File: src/rtl/gol_pkg.sv
// Shared game-of-life definitions: seeder state encoding, default board size
// and the cell value constants used by the grid, the engine and the seeder.
package gol_pkg;

  typedef enum logic [1:0] {
    S_IDLE   = 2'd0,
    S_GATHER = 2'd1,
    S_WRITE  = 2'd2,
    S_DONE   = 2'd3
  } seed_state_t;

  localparam int GOL_COLS = 64;
  localparam int GOL_ROWS = 48;

  localparam logic CELL_ALIVE = 1'b1;
  localparam logic CELL_DEAD  = 1'b0;

endpackage

File: src/rtl/board_seed_ctrl_rnd_gather.sv
// Collects DENS_BITS consecutive random bits into one threshold sample.
// acc_next already includes the current bit, so the final sample is usable on the last shift.
module rnd_gather #(
  parameter int DENS_BITS = 4
) (
  input  logic                 clk,
  input  logic                 rst_n,
  input  logic                 clear,
  input  logic                 shift,
  input  logic                 rnd_bit,
  output logic [DENS_BITS-1:0] acc_next,
  output logic                 last
);

  localparam int CNT_W = $clog2(DENS_BITS);

  logic [DENS_BITS-1:0] acc_q;
  logic [CNT_W-1:0]     cnt_q;

  assign acc_next = {acc_q[DENS_BITS-2:0], rnd_bit};
  assign last     = (cnt_q == CNT_W'(DENS_BITS - 1));

  always_ff @(posedge clk) begin
    if (!rst_n) begin
      acc_q <= '0;
      cnt_q <= '0;
    end else if (clear) begin
      acc_q <= '0;
      cnt_q <= '0;
    end else if (shift) begin
      acc_q <= acc_next;
      cnt_q <= last ? '0 : cnt_q + CNT_W'(1);
    end
  end

endmodule

File: src/rtl/board_seed_ctrl.sv
// Seeds the cell memory with a random board: DENS_BITS LFSR bits per cell are
// compared against a latched density and written row-major to the cell RAM.
module board_seed_ctrl
  import gol_pkg::*;
#(
  parameter int COLS      = GOL_COLS,
  parameter int ROWS      = GOL_ROWS,
  parameter int ADDR_W    = 12,
  parameter int DENS_BITS = 4
) (
  input  logic                 i_clk,
  input  logic                 i_rst_n,
  input  logic                 i_start,
  input  logic                 i_abort,
  input  logic [DENS_BITS-1:0] i_density,
  input  logic                 i_rnd_bit,
  output logic                 o_wr_en,
  input  logic                 i_wr_ready,
  output logic [ADDR_W-1:0]    o_wr_addr,
  output logic                 o_wr_data,
  output logic                 o_busy,
  output logic                 o_done,
  output seed_state_t          dbg_state
);

  localparam logic [ADDR_W-1:0] LAST_ADDR = ADDR_W'(COLS * ROWS - 1);

  // Write port: o_wr_en, o_wr_addr and o_wr_data are held stable while o_wr_en
  // is high; a write transfers on every posedge where o_wr_en and i_wr_ready are both 1.

  seed_state_t          state_q, state_d;
  logic                 wr_en_q, wr_en_d;
  logic [ADDR_W-1:0]    addr_q, addr_d;
  logic                 data_q, data_d;
  logic                 busy_q, busy_d;
  logic                 done_q, done_d;
  logic [DENS_BITS-1:0] dens_q, dens_d;

  logic                 gather_clear;
  logic                 gather_shift;
  logic [DENS_BITS-1:0] acc_next;
  logic                 gather_last;

  rnd_gather #(
    .DENS_BITS(DENS_BITS)
  ) u_gather (
    .clk      (i_clk),
    .rst_n    (i_rst_n),
    .clear    (gather_clear),
    .shift    (gather_shift),
    .rnd_bit  (i_rnd_bit),
    .acc_next (acc_next),
    .last     (gather_last)
  );

  always_ff @(posedge i_clk) begin
    if (!i_rst_n) begin
      state_q <= S_IDLE;
      wr_en_q <= 1'b0;
      addr_q  <= '0;
      data_q  <= CELL_DEAD;
      busy_q  <= 1'b0;
      done_q  <= 1'b0;
      dens_q  <= '0;
    end else begin
      state_q <= state_d;
      wr_en_q <= wr_en_d;
      addr_q  <= addr_d;
      data_q  <= data_d;
      busy_q  <= busy_d;
      done_q  <= done_d;
      dens_q  <= dens_d;
    end
  end

  always_comb begin
    state_d      = state_q;
    wr_en_d      = wr_en_q;
    addr_d       = addr_q;
    data_d       = data_q;
    busy_d       = busy_q;
    done_d       = 1'b0;
    dens_d       = dens_q;
    gather_clear = 1'b0;
    gather_shift = 1'b0;

    case (state_q)
      S_IDLE: begin
        if (i_start && !i_abort) begin
          dens_d       = i_density;
          addr_d       = '0;
          gather_clear = 1'b1;
          busy_d       = 1'b1;
          state_d      = S_GATHER;
        end
      end
      S_GATHER: begin
        gather_shift = 1'b1;
        if (gather_last) begin
          // Strict less-than: density 0 gives an all-dead board, all-alive is unreachable.
          data_d  = (acc_next < dens_q) ? CELL_ALIVE : CELL_DEAD;
          wr_en_d = 1'b1;
          state_d = S_WRITE;
        end
      end
      S_WRITE: begin
        if (i_wr_ready) begin
          wr_en_d = 1'b0;
          if (addr_q == LAST_ADDR) begin
            done_d  = 1'b1;
            busy_d  = 1'b0;
            state_d = S_DONE;
          end else begin
            addr_d  = addr_q + ADDR_W'(1);
            state_d = S_GATHER;
          end
        end
      end
      S_DONE: begin
        state_d = S_IDLE;
      end
      default: begin
        state_d = S_IDLE;
      end
    endcase

    // Abort overrides everything except an idle board; the address is left as is.
    if (i_abort && state_q != S_IDLE) begin
      state_d      = S_IDLE;
      wr_en_d      = 1'b0;
      busy_d       = 1'b0;
      done_d       = 1'b0;
      gather_shift = 1'b0;
    end
  end

  assign o_wr_en   = wr_en_q;
  assign o_wr_addr = addr_q;
  assign o_wr_data = data_q;
  assign o_busy    = busy_q;
  assign o_done    = done_q;
  assign dbg_state = state_q;

endmodule

File: config.mk
export PLATFORM = sky130hd
export DESIGN_NAME = board_seed_ctrl
export DESIGN_NICKNAME = d
export VERILOG_FILES = /design/src/rtl/gol_pkg.sv /design/src/rtl/board_seed_ctrl_rnd_gather.sv /design/src/rtl/board_seed_ctrl.sv
export SDC_FILE = /design/constraint.sdc
export NUM_CORES = 1
export LEC_CHECK = 0
export CORE_MARGIN = 8
export CORE_UTILIZATION = 39
export CTS_BUF_LIST = sky130_fd_sc_hd__clkbuf_4
export CTS_CLUSTER_DIAMETER = 80
export DETAILED_ROUTE_END_ITERATION = 10
export GPL_TIMING_DRIVEN = 0
export PLACE_DENSITY = 0.71
export SLEW_MARGIN = 40
export SYNTH_ARGS = -nofsm -noshare
export SYNTH_HDL_FRONTEND = slang
export SYNTH_SLANG_ARGS = --single-unit
File: constraint.sdc
create_clock -name i_clk -period 2.53 [get_ports i_clk]
set_input_delay 0.506 -clock i_clk [delete_from_list [all_inputs] [get_ports i_clk]]
set_output_delay 0.506 -clock i_clk [all_outputs]
set_load 0.1 [all_outputs]
Sequential cells grouped by signal name:
(4 px per um)
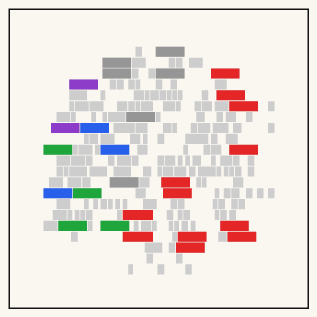
legend:
  green:
    signal: dens_q
    sequential_cells: 4
  red:
    signal: o_wr_addr
    sequential_cells: 12
  blue:
    signal: u_gather.acc_q
    sequential_cells: 3
  purple:
    signal: u_gather.cnt_q
    sequential_cells: 2
not coloured: 6

Routing congestion map:
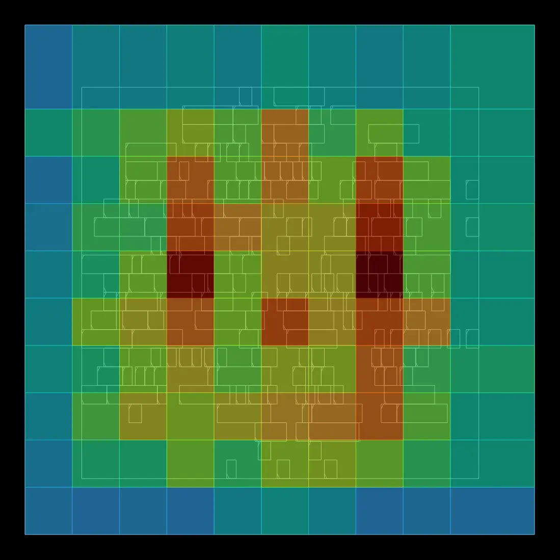
WL/cell: 13.2 um
met3 global-route usage: 2.16%

Layout detail:
Region (25, 10) to (50, 35) um. Cells in grey, sequential cells in the stronger grey; small squares are vias.
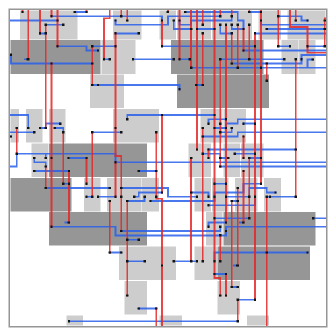
legend:
  red:
    layer: met2
  blue:
    layer: met1
cells with their middle in the window: 41
netlist names of flops here include: o_wr_addr (6)
most frequent: nand2_1 (6), dfxtp_1 (6), nor2_1 (5)
sequential cells in the window: 8

==> run notes <==
run metrics: outcome complete, no violations, Static Leak about 0.59 nW, CTS tree done, Slew @ Worst Pin 0.736 ns, number of CTS-inserted buffers 3, DRT antenna net count 0, post-CTS sizing 0, Net Sw Frac 24.1%, tool warnings 26, global-route wire length before repair 5510 um, CP arrival roughly 2.3 ns, layout cells sized above 1 17.5%, cells in synth_stat.txt 159, RSZ-0062 raised after global routing no, CP cell instances clkdlybuf4s50_1, or3b_1, a21oi_2, o21ai_4, a22oi_1, nor2_1, Comb gate area 737 um^2, Via density between 5 and 6, Max Clk Rate 488 MHz, Largest stage delay, worst path 0.50 ns, Worst Setup Start Kind input pin, Internal 531 uW, Clk pwr share 27.4%, async set-reset flop share out of synthesis 0%, Final #Nets 205, Hold Crit Class reg2reg, Final period util about four fifths, Max IR drop VDD 0.180 mV, starting density of the core between 40 and 50%, max-cap violation count 0, Worst Skew between 0.005 and 0.006 ns, total routed wirelength slightly above 3000 um, sw power between 150 and 200 uW, core area approximately 3300 um^2, Synth Register Bits 27, vias in the first global route 1306, Yosys cell types 37, total die size 5530 um^2, area leader, netlist dfxtp_1, Final Setup Violations 0, GRT Overall Usage 12.3%, PD cells 440 nW/um^2, YS chip area 1330 um^2, cell with the most instances after synthesis dfxtp_1, Final Core Density 48.0%, met1 Usage GRT about 14%, CTS Hold Bufs 0, Post-synth top cells dfxtp_1, nor2_1, nand2_1, Post-Syn Instances 159, largest net degree at the start of global routing 15, Fin. Hold Viols 0, # diodes 0, Crit-path slowest cell clkdlybuf4s50_1, Avg Cell Area, Syn around 8.4 um^2, clk slew on worst S/H paths approximately 0.14 ns, worst-skew pair later-pin latency 0.32 ns, FF-to-FF setup slack 0.54 ns, width of the chip ~74 um, Fillers 355, maximum net fanout on the critical path 8, met2 Resource Use GR 21.4%, std cell rows 21, Num Clock Sinks 27, clock root cell clkbuf_4, Post-synth EDFFs 0, DR DRC count 0, Final GP Congestion 0.812, Synth Flop Type dfxtp_1, hpwl dp 2420 um, gr ovfl total 0, Crit Path Class in2reg, CP endpoint kind flop, Syn Nets 174, H-tree Lvls 1, sequential cell area 543 um^2, Top area cell types dfxtp_1, nor2_1, a21oi_1, register area share after synthesis 40.7%, Area Growth Syn to Fin 19.6%, total number of vias 1248, Ports 28, Port Buffers 26, clock buffer depth 2, part of the power in combinational logic 10.6%, CP Data Required Time 2.73 ns, Initial DRC Count 80, postcts setup bufs 0, Period minus WS final 2.05 ns
==> metrics by stage <==
stage	area (um^2)	hold WS, ns	worst slack (ns)	power [mW]	std cells
after floorplan	1330	0.462	0.0786	0.491	159
after global placement	1650	0.448	0.197	0.517	231
after detailed placement	1560	0.451	0.138	0.517	231
after CTS	1590	0.469	0.485	0.709	235
after global routing	1590	0.511	0.347	0.727	235
final	1590	0.474	0.479	0.699	235
==> routing by layer <==
layer	up-vias	part of all wire [%]
met2	27	49
met3	4	4.6
met4	0	0.80
met1	590	46
met5	-	0
li1	627	-
==> cells by family after synthesis <==
kind of cell,share of synthesized area [%]
and+or+nand+nor,26.1
AOI/OAI and AO/OA,19.4
DFF,40.7
buffers and inverters,3.86
adders and majority gates,4.71
muxes,5.27
==> placed cells by master (no fill, tap or decap), types with 6 or more instances in the layout <==
| cell | count |
|---|---|
| dfxtp_1 | 25 |
| nor2_1 | 22 |
| buf_2 | 20 |
| nand2_1 | 17 |
| a21oi_1 | 14 |
| clkdlybuf4s50_1 | 8 |
| inv_1 | 7 |
| mux2i_1 | 7 |
| o21ai_0 | 6 |
==> tightest hold or removal path: stages (launching register included) <==
cell and delay (ns):
dfxtp_1 0.33, nand2_1 0.06, a21oi_1 0.06
==> worst paths after layout <==
check                                  start           end  cells after the start
worst min register to register       o_wr_en       o_wr_en                      2
worst max-delay path                 i_abort  o_wr_addr[1]                      6
worst max register to register  o_wr_addr[0]  o_wr_addr[2]                      7
worst min-delay path                 o_wr_en       o_wr_en                      2
==> sequential cells by signal (all words and copies together), names as in the netlist <==
signal / count
o_wr_data: 1
dens_q: 4
u_gather.acc_q: 3
o_busy: 1
u_gather.cnt_q: 2
dbg_state: 2
o_wr_addr: 12
o_done: 1
o_wr_en: 1
==> layout make-up <==
class,instances,share of cell area [%]
multi-input cells,119,46.4
flip-flops and latches,27,34.2
repair buffers,26,10.7
well taps,46,3.62
clock buffers,4,1.89
inverters,7,1.65
plain buffers,6,1.57
==> power by group through the flow <==
stage               combinational, mW  sequential, mW  clock (mW)
finish                         0.0742           0.433       0.191
global route                   0.0814           0.434       0.212
CTS                            0.0747           0.433       0.201
detailed placement             0.0745           0.443           0
global placement               0.0741           0.442           0
floorplan                      0.0350           0.456           0
No activity file was given, so power comes from the tool's default toggle rates.
